**config.mk**
```make
export PLATFORM = sky130hd
export DESIGN_NAME = frobenius_norm_seq
export DESIGN_NICKNAME = d
export VERILOG_FILES = /design/src/rtl/frobenius_norm_seq.sv
export SDC_FILE = /design/constraint.sdc
export NUM_CORES = 2
export LEC_CHECK = 0
export ABC_AREA = 1
export CAP_MARGIN = 20
export CORE_ASPECT_RATIO = 1.2
export CORE_MARGIN = 2
export CORE_UTILIZATION = 59
export DETAILED_ROUTE_END_ITERATION = 7
export GPL_ROUTABILITY_DRIVEN = 1
export PLACE_DENSITY_LB_ADDON = 0.1
export SYNTH_ARGS = -nofsm -noshare
export SYNTH_HDL_FRONTEND = slang
export SYNTH_SLANG_ARGS = --single-unit
```
**constraint.sdc**
```tcl
create_clock -name clk -period 5.5 [get_ports clk]
set_input_delay 0.825 -clock clk [delete_from_list [all_inputs] [get_ports clk]]
set_output_delay 0.825 -clock clk [all_outputs]
set_load 0.005 [all_outputs]
```
**src/rtl/frobenius_norm_seq.sv**
```systemverilog
// Sequential Frobenius norm: streams a SIZE_A x SIZE_B matrix from synchronous RAM,
// accumulates squares, and hands the sum to a shared squareroot core.
// Optional threshold compare is built when FROB_NORM_THRESH_EN is defined.
module frobenius_norm_seq #(
    parameter int SIZE_A  = 8,
    parameter int SIZE_B  = 8,
    parameter int N_BITS  = 32,
    parameter int WIDTH_B = 7,
    parameter int ROW_W   = 3,
    parameter int COL_W   = 3
) (
    input  logic                                 clk,
    input  logic                                 rst_n,
    input  logic                                 start,
    input  logic                                 clear,
    output logic                                 rd_en,
    output logic [ROW_W-1:0]                     rd_row,
    output logic [COL_W-1:0]                     rd_col,
    input  logic signed [N_BITS-1:0]             rd_data,
    output logic                                 sq_start,
    output logic [2*N_BITS+WIDTH_B-1:0]          sq_number,
    input  logic [(2*N_BITS+WIDTH_B)/2:0]        sq_result,
    input  logic                                 sq_valid,
`ifdef FROB_NORM_THRESH_EN
    input  logic [(2*N_BITS+WIDTH_B)/2:0]        thresh,
    output logic                                 converged,
`endif
    output logic [(2*N_BITS+WIDTH_B)/2:0]        norm,
    output logic                                 busy,
    output logic                                 done
);

    localparam int ACC_W = 2*N_BITS + WIDTH_B;
    localparam int SQ_W  = 2*N_BITS;
    localparam logic [ROW_W-1:0] LAST_ROW = ROW_W'(SIZE_A-1);
    localparam logic [COL_W-1:0] LAST_COL = COL_W'(SIZE_B-1);

    typedef enum logic [2:0] {
        IDLE, READ, DRAIN, SQ_START, SQ_WAIT, DONE
    } state_t;

    state_t state, state_d;

    logic [ROW_W-1:0]        row;
    logic [COL_W-1:0]        col;
    logic                    rd_en_q;
    logic signed [ACC_W-1:0] acc;
    logic signed [ACC_W-1:0] acc_next;
    logic signed [SQ_W-1:0]  din_ext;
    logic signed [SQ_W-1:0]  sq;
    logic                    last_addr;

    assign last_addr = (row == LAST_ROW) && (col == LAST_COL);

    // Squares are never negative, so the signed extension into acc is always a plain add.
    assign din_ext  = SQ_W'(rd_data);
    assign sq       = din_ext * din_ext;
    assign acc_next = rd_en_q ? acc + ACC_W'(sq) : acc;

    // NOTE: every output of this block gets a default first so no path can infer a latch.
    always_comb begin
        state_d = state;
        unique case (state)
            IDLE:     if (start) state_d = READ;
            READ:     if (last_addr) state_d = DRAIN;
            DRAIN:    state_d = SQ_START;
            SQ_START: state_d = SQ_WAIT;
            SQ_WAIT:  if (sq_valid) state_d = DONE;
            DONE:     state_d = IDLE;
            default:  state_d = IDLE;
        endcase
        if (clear) state_d = IDLE;
    end

    assign rd_en    = (state == READ);
    assign rd_row   = row;
    assign rd_col   = col;
    assign sq_start = (state == SQ_START);
    assign busy     = (state != IDLE);
    assign done     = (state == DONE);

    // NOTE: registers are updated with non-blocking assignments so every flop samples pre-edge values.
    always_ff @(posedge clk or negedge rst_n) begin
        if (!rst_n) begin
            state <= IDLE;
        end else begin
            state <= state_d;
        end
    end

    always_ff @(posedge clk or negedge rst_n) begin
        if (!rst_n) begin
            row       <= '0;
            col       <= '0;
            rd_en_q   <= 1'b0;
            acc       <= '0;
            sq_number <= '0;
            norm      <= '0;
        end else if (clear) begin
            // Abort drops any in-flight read data; norm keeps the last good result.
            row     <= '0;
            col     <= '0;
            rd_en_q <= 1'b0;
            acc     <= '0;
        end else begin
            rd_en_q <= (state == READ);
            if (state == IDLE) begin
                row <= '0;
                col <= '0;
                acc <= '0;
            end else begin
                acc <= acc_next;
            end

            if (state == READ) begin
                if (col == LAST_COL) begin
                    col <= '0;
                    row <= (row == LAST_ROW) ? '0 : row + ROW_W'(1);
                end else begin
                    col <= col + COL_W'(1);
                end
            end

            // Load the radicand as the last element lands so it is valid alongside sq_start.
            if (state == DRAIN) sq_number <= acc_next;

            if (state == SQ_WAIT && sq_valid) norm <= sq_result;
        end
    end

`ifdef FROB_NORM_THRESH_EN
    logic [(2*N_BITS+WIDTH_B)/2:0] thresh_q;

    always_ff @(posedge clk or negedge rst_n) begin
        if (!rst_n) begin
            thresh_q  <= '0;
            converged <= 1'b0;
        end else if (clear) begin
            converged <= 1'b0;
        end else begin
            if (state == IDLE && start) thresh_q <= thresh;
            if (state == DONE) converged <= (norm < thresh_q);
        end
    end
`endif

endmodule
```
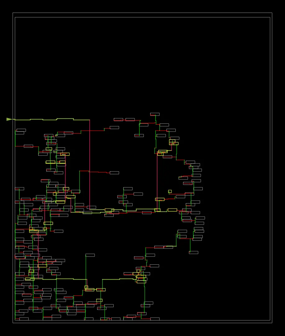
final_clocks.png
clock buffer count: 18
Flop Count: 188
Sink Count: 188

==> job_summary.md <==
### Flow metrics

| Metric | Value |
|---|---|
| Status | `finished with violations` |
| Failing checks | `setup timing` |
| Initial antenna violation count | `2` |
| Post-DP Area | `57,600 um2` |
| PnR worst setup slack | `-2050 ps` |
| Placed insts | `7,392` |
| Syn avg cell area | `8.64 um2` |
| GRT Total Usage | `38.9%` |
| Worst R2R Start | `acc[25]$_DFF_PN0_` |
| Signal buf overhead | `16.5%` |
| Fin crit period | `7550 ps` |
| Yosys warning tally | `0` |
| Die Size | `84,200 um2` |
| Crit-path leading delay family | `adder cells` |
| Core Region | `80,900 um2` |
| Cycle use final | `137%` |
| PostCTS Resize Cnt | `1,036` |
| # Taps | `1,044` |
| CTS tree | `built` |
| Most numerous logic cell after layout | `inv_1` |
| Cells on worst reg2reg path | `29` |
| Final count of hold timing violations | `0` |
| Critical path's slowest cell | `fa_2` |
| Worst relative slew slack | `26.8%` |
| Clk slew on worst S/H paths | `90 ps` |
| Worst Hold Slack | `427 ps` |
| CTS Hold Bufs | `0` |
| Async SR Flop Fraction | `100%` |
| Clock H-tree levels | `4` |
| Die Span X | `265 um` |
| RSZ-0062 raised after global routing | `true` |
| First-pass DRT Iterations | `6` |
| Endpoints failing setup | `126` |
| Crit path DAT | `7890 ps` |
| Multi-input comb cells | `3,440` |
| Critical Path Sink | `acc[61]$_DFF_PN0_` |
| Inverters | `1,805` |
| Drt initial violations | `2,769` |
| Logic share of the area | `62.7%` |
| Top cells, area | `fa_1 (50%), inv_1 (14%), dfrtp_1 (9.7%)` |
| Vias/cell | `5.29` |
| # rows | `114` |
| Initial core utilization | `59.7%` |
| Yosys Instances | `5,588` |
| Longest Clk Path Bufs | `2` |
| Ports | `190` |
| Seq area share | `7.31%` |
| Top Layout Cells | `inv_1 (1,627), fa_1 (1,122), nand2_1 (922)` |
| Layout Cells excl Fill | `7,604` |
| Total grt overflow | `0` |
| Worst r2r dst | `acc[69]$_DFF_PN0_` |
| Post-DRT Antenna Nets | `0` |
| Die Y-Extent | `317 um` |
| Area of the multi-input gates | `40,400 um2` |
| Delay of the slowest cell on the worst path | `580 ps` |
| WP data required | `5830 ps` |
| Avg WL per Cell | `21.0 um` |
| Hpwl dp | `119 mm` |
| Post-synth top cells | `inv_1 (1,793), fa_1 (1,198), nand2_1 (1,194), ha_1 (263), nor2_1 (232)` |
| Post-synth regs | `188` |
| Clk_skew | `26.9 ps` |
| Share of layout cells above drive strength 1 | `29.8%` |
| Worst-Margin Slew | `1100 ps` |
| Yosys stat area | `48,300 um2` |
| Mapped Area | `48,300 um2` |
| Startpoint types | `input pin` |
| Number of enable flip-flop cells | `0` |
| Max Slew Vio Count | `0` |
| Worst Hold Class | `in -> async` |
| Syn-to-layout area delta | `33.3%` |
| FMAX | `0.132 GHz` |
| Via count | `40,300` |
| TNS Setup | `-204,790 ps` |
| Synth Seq Share | `9.74%` |
| Largest net degree at the start of global routing | `105` |
| Port buffer count | `189` |
| Worst slack, placed | `-2860 ps` |
| Biggest Area Class | `multi-input combinational cells` |
| CTS Buf Count | `17` |
| Root buffer selected by CTS | `clkbuf_16` |
| CP Depth | `35` |
| Count of tool warnings | `50` |
| Crit Path Category | `in -> reg` |
| Main flop type | `dfrtp_1` |
| Crit. Startpoint | `rd_data[31]` |
| Reg-to-reg setup timing slack | `-1410 ps` |
| Register Area | `4710 um2` |
| Crit path max fanout | `6` |
| Fin util | `79.6%` |
| Crit. End Element | `flop` |
| Mapped Nets | `7,122` |
| Post-synth top area share | `49.7%` |
| Layout Nets | `8,080` |
| First-pass GRT wire length | `246 mm` |
| Gpl congestion | `0.993` |
| Unique cell types | `47` |
| Post-synthesis cell count | `5,588` |
| DR DRC count | `0` |
| # Post-CTS Setup Buffers | `130` |
| Count leader, synth | `inv_1` |
| # diodes | `1` |
| Clk_lat worst skew | `490 ps` |
| Routed WL | `160 mm` |
| Filler Cell Count | `5,169` |
| CP bufs+invs | `12` |
| Synth area leader | `fa_1` |
| Max-Cap Viols | `0` |
| Clk cell area share | `0.964%` |
| Number of global-route vias before repair | `44,200` |
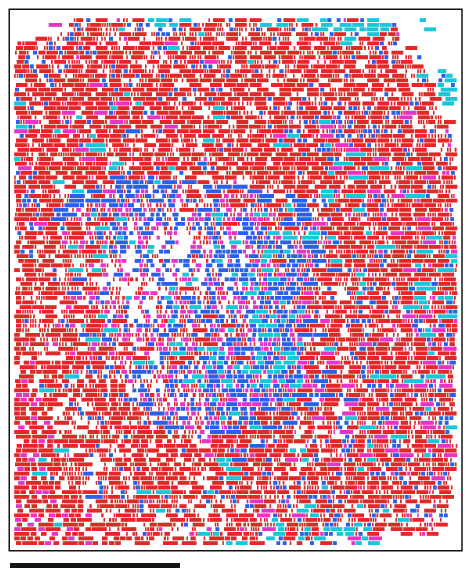
drive_strength.png
The bar under the picture is 100 um long.
Magenta stands for drive 2, cells 666, share 10%. Blue stands for drive 3 to 4, cells 1,020, share 16%. Cyan stands for drive 6 and up, cells 271, share 4.1%. Red stands for drive 1 or less, cells 4,602, share 70%.
PnR worst setup slack: -2050 ps
Repair and plain buffers: 1,094
Final Cell Area: 64,400 um2

## cell families after synthesis
family	after synthesis	synth area share [%]
buf+inv	1960	15.3
simple gates	1680	14.3
fa+ha+maj	1461	56.5
compound gates	219	2.57
flops	188	9.74
xor+xnor	42	0.762
mux	38	0.881
## metal layers
metal,track usage (%),vias to the layer above,routed length [um]
li1,-,17600,-
met1,47.9,20400,57100
met2,64.6,1670,78000
met3,6.58,604,11500
met4,23.5,4,13100
met5,0,-,20
## state kept, by name, summed over array words and instances (netlist names)
register / count
norm: 36
state: 3
rd_row: 3
rd_col: 3
rd_en_q: 1
acc: 71
sq_number: 71
